### src/rtl/iadc_bitstream_gen.sv
// ----------------------------------------------------------------------------
// iadc_bitstream_gen
//
// First-order incremental delta-sigma modulator modelled in the digital
// domain. An accepted start latches an unsigned input code and clears the
// integrator. The block then emits exactly 2**OSR_LOG2 single-bit samples,
// one per clock.
//
// The modulator is built as a phase accumulator. On every sample the latched
// code is added to the integrator. The carry out of the top integrator bit is
// the output bit, and the remainder stays in the integrator. After k samples
// the integrator therefore holds (k*u) mod 2**DATA_WIDTH, and the number of
// ones emitted so far is floor(k*u / 2**DATA_WIDTH).
//
// A start that arrives on the final sample of a conversion is taken as a
// back-to-back request. The next conversion then follows with no idle gap,
// and bit_valid stays high across the boundary.
// ----------------------------------------------------------------------------
module iadc_bitstream_gen #(
  parameter int DATA_WIDTH = 12,
  parameter int OSR_LOG2   = 9
) (
  input  logic                  clk,
  input  logic                  rst_n,
  input  logic [DATA_WIDTH-1:0] data_in,
  input  logic                  start,
  output logic                  busy,
  output logic                  bit_out,
  output logic                  bit_valid,
  output logic                  bit_first,
  output logic                  bit_last
);

  typedef enum logic {
    S_IDLE    = 1'b0,
    S_CONVERT = 1'b1
  } state_t;

  // The last sample index is N-1. With a full-width counter that is all ones.
  localparam logic [OSR_LOG2-1:0] CNT_LAST = '1;

  // --------------------------------------------------------------------------
  // State and registered outputs
  // --------------------------------------------------------------------------
  state_t                state_q,     state_d;
  logic [DATA_WIDTH-1:0] u_q,         u_d;
  logic [DATA_WIDTH-1:0] acc_q,       acc_d;
  logic [OSR_LOG2-1:0]   cnt_q,       cnt_d;
  logic                  busy_q,      busy_d;
  logic                  bit_out_q,   bit_out_d;
  logic                  bit_valid_q, bit_valid_d;
  logic                  bit_first_q, bit_first_d;
  logic                  bit_last_q,  bit_last_d;

  // The integrator sum is one bit wider than the code. Its top bit is the
  // quantizer decision.
  logic [DATA_WIDTH:0]   sum;
  logic                  cnt_at_last;

  assign sum         = {1'b0, acc_q} + {1'b0, u_q};
  assign cnt_at_last = (cnt_q == CNT_LAST);

  // Next-state and next-output logic for the conversion sequencer
  always_comb begin
    // NOTE: every signal gets a default before the case statement, so no path
    // leaves a variable unassigned and no latch is inferred.
    state_d     = state_q;
    u_d         = u_q;
    acc_d       = acc_q;
    cnt_d       = cnt_q;
    busy_d      = 1'b0;
    bit_out_d   = 1'b0;
    bit_valid_d = 1'b0;
    bit_first_d = 1'b0;
    bit_last_d  = 1'b0;

    unique case (state_q)
      S_IDLE: begin
        // data_in is looked at only when a start is accepted.
        if (start) begin
          u_d     = data_in;
          acc_d   = '0;
          cnt_d   = '0;
          busy_d  = 1'b1;
          state_d = S_CONVERT;
        end
      end

      S_CONVERT: begin
        // busy stays high through the cycle that presents bit_last. It drops
        // one edge later, unless a back-to-back start keeps it up.
        busy_d      = 1'b1;
        bit_out_d   = sum[DATA_WIDTH];
        bit_valid_d = 1'b1;
        bit_first_d = (cnt_q == '0);
        bit_last_d  = cnt_at_last;
        acc_d       = sum[DATA_WIDTH-1:0];
        cnt_d       = cnt_q + OSR_LOG2'(1);

        // A start at any other cycle of the conversion is ignored.
        if (cnt_at_last) begin
          if (start) begin
            u_d   = data_in;
            acc_d = '0;
            cnt_d = '0;
          end else begin
            state_d = S_IDLE;
          end
        end
      end

      default: begin
        state_d = S_IDLE;
      end
    endcase
  end

  // Register all state and outputs; the reset is synchronous and active-low
  always_ff @(posedge clk) begin
    // NOTE: sequential state uses non-blocking assignments only, so every flop
    // samples the values from before the edge, whatever order they appear in.
    if (!rst_n) begin
      state_q     <= S_IDLE;
      u_q         <= '0;
      acc_q       <= '0;
      cnt_q       <= '0;
      busy_q      <= 1'b0;
      bit_out_q   <= 1'b0;
      bit_valid_q <= 1'b0;
      bit_first_q <= 1'b0;
      bit_last_q  <= 1'b0;
    end else begin
      state_q     <= state_d;
      u_q         <= u_d;
      acc_q       <= acc_d;
      cnt_q       <= cnt_d;
      busy_q      <= busy_d;
      bit_out_q   <= bit_out_d;
      bit_valid_q <= bit_valid_d;
      bit_first_q <= bit_first_d;
      bit_last_q  <= bit_last_d;
    end
  end

  assign busy      = busy_q;
  assign bit_out   = bit_out_q;
  assign bit_valid = bit_valid_q;
  assign bit_first = bit_first_q;
  assign bit_last  = bit_last_q;

endmodule
### config.mk
export PLATFORM = sky130hd
export DESIGN_NAME = iadc_bitstream_gen
export DESIGN_NICKNAME = d
export VERILOG_FILES = /design/src/rtl/iadc_bitstream_gen.sv
export SDC_FILE = /design/constraint.sdc
export NUM_CORES = 1
export LEC_CHECK = 0
export CAP_MARGIN = 20
export CORE_MARGIN = 2
export CORE_UTILIZATION = 45
export DETAILED_ROUTE_END_ITERATION = 10
export PLACE_DENSITY = 0.74
export SLEW_MARGIN = 10
export SYNTH_ARGS = -nofsm -noshare
export SYNTH_HDL_FRONTEND = slang
export SYNTH_SLANG_ARGS = --single-unit
export TNS_END_PERCENT = 10
### constraint.sdc
create_clock -name clk -period 2.7 [get_ports clk]
set_input_delay 0.54 -clock clk [delete_from_list [all_inputs] [get_ports clk]]
set_output_delay 0.54 -clock clk [all_outputs]
set_load 0.02 [all_outputs]
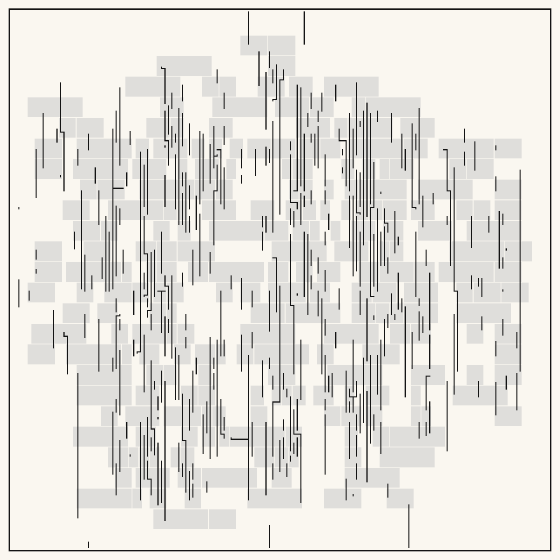
(metal 2)
Cells faint in the background.
The longest straight run is 26.5 um. The layer carries 1650 um of wire. The layer holds 42% of the routed length. The wires run mostly vertical.

==> impl_metrics.yaml <==
# yosys + openroad results
sta:
  rsz0062_at_grt: "no"
  slew_headroom_pct: 73.2
  period_minus_slack_ps: 2220
  setup_viol: 0
  tns_ps: 0
  timing.final.ws_setup_ps: 475
power_and_ir_drop:
  comb_power_share_pct: 13.9
  p_total_uw: 1160
  top_power_group: "registers"
  leakage_uw: 0.00108
  power_frac_seq_pct: 52.6
route:
  vias_per_cell: 5.42
  top_layer: "met4"
  wirelength_um: 3970
  drcViolationCount: 0
  route.met2.wl_um: 1650
floorplanning:
  die_w_um: 71.3
  rows: 24
  fp-utilization_pct: 46.8
  die_h_um: 71.3
  taps: 52
min_path:
  hp-start: "acc_q[11]"
final_layout:
  top_regs: "acc_q x12, u_q x12, cnt_q x9"
  sh_comb_area_pct: 50.6
  design.seq.count: 39
  nMultiInputCombCells: 169
  design_area_sq_um: 2380
  syn2layout_area_growth_pct: 16.9
  drive_above_1_share_pct: 6.50
  fin_util_pct: 54.7
  layout_top_cell: "dfxtp_1"
  comb_area_sq_um: 1210
  fillers: 418
setup_path:
  crit_path_end: "cnt_q[4]"
  crit_chain: "ha_1 > and3_1 > and3_1 > and3_1 > ha_1 > nand2_1 > and2_1 > nand2_1 > o21ai_0 > and2_1"
  required_ps: 2950
  cp.arrival_ps: 2470
synth:
  netlist_logic_family_top: "simple AND/OR/NAND/NOR gates"
  adder_share_pct: 10.2
  syn_area_per_cell_sq_um: 9.23
  synthCells: 221
  edf_count: 0
  post-synth-top-area-fraction_pct: 38.3
  syn-num-nets: 252
  ys_sh_aoi_pct: 19.1
cts:
  cts_sinks: 39
  hold_buffers: 0
  ctsRootBufferMaster: "clkbuf_8"
  cts_htree_levels: 2
placement:
  hpwl_um: 2820
  dpl.cell_count: 290
  placedInstanceArea_sq_um: 2300
global_routing:
  grt-ovfl-total: 0
status:
  status: "complete, no violations"
flow_run:
  drv_cap: 0
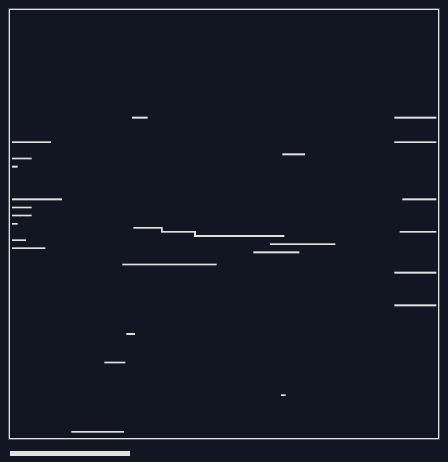
(the metal 3 layer)
The bar under the picture is 20 um long.
The layer carries 149 um of wire. The layer holds 3.7% of the routed length. The wires run mostly horizontal. 21 nets have wire on it.

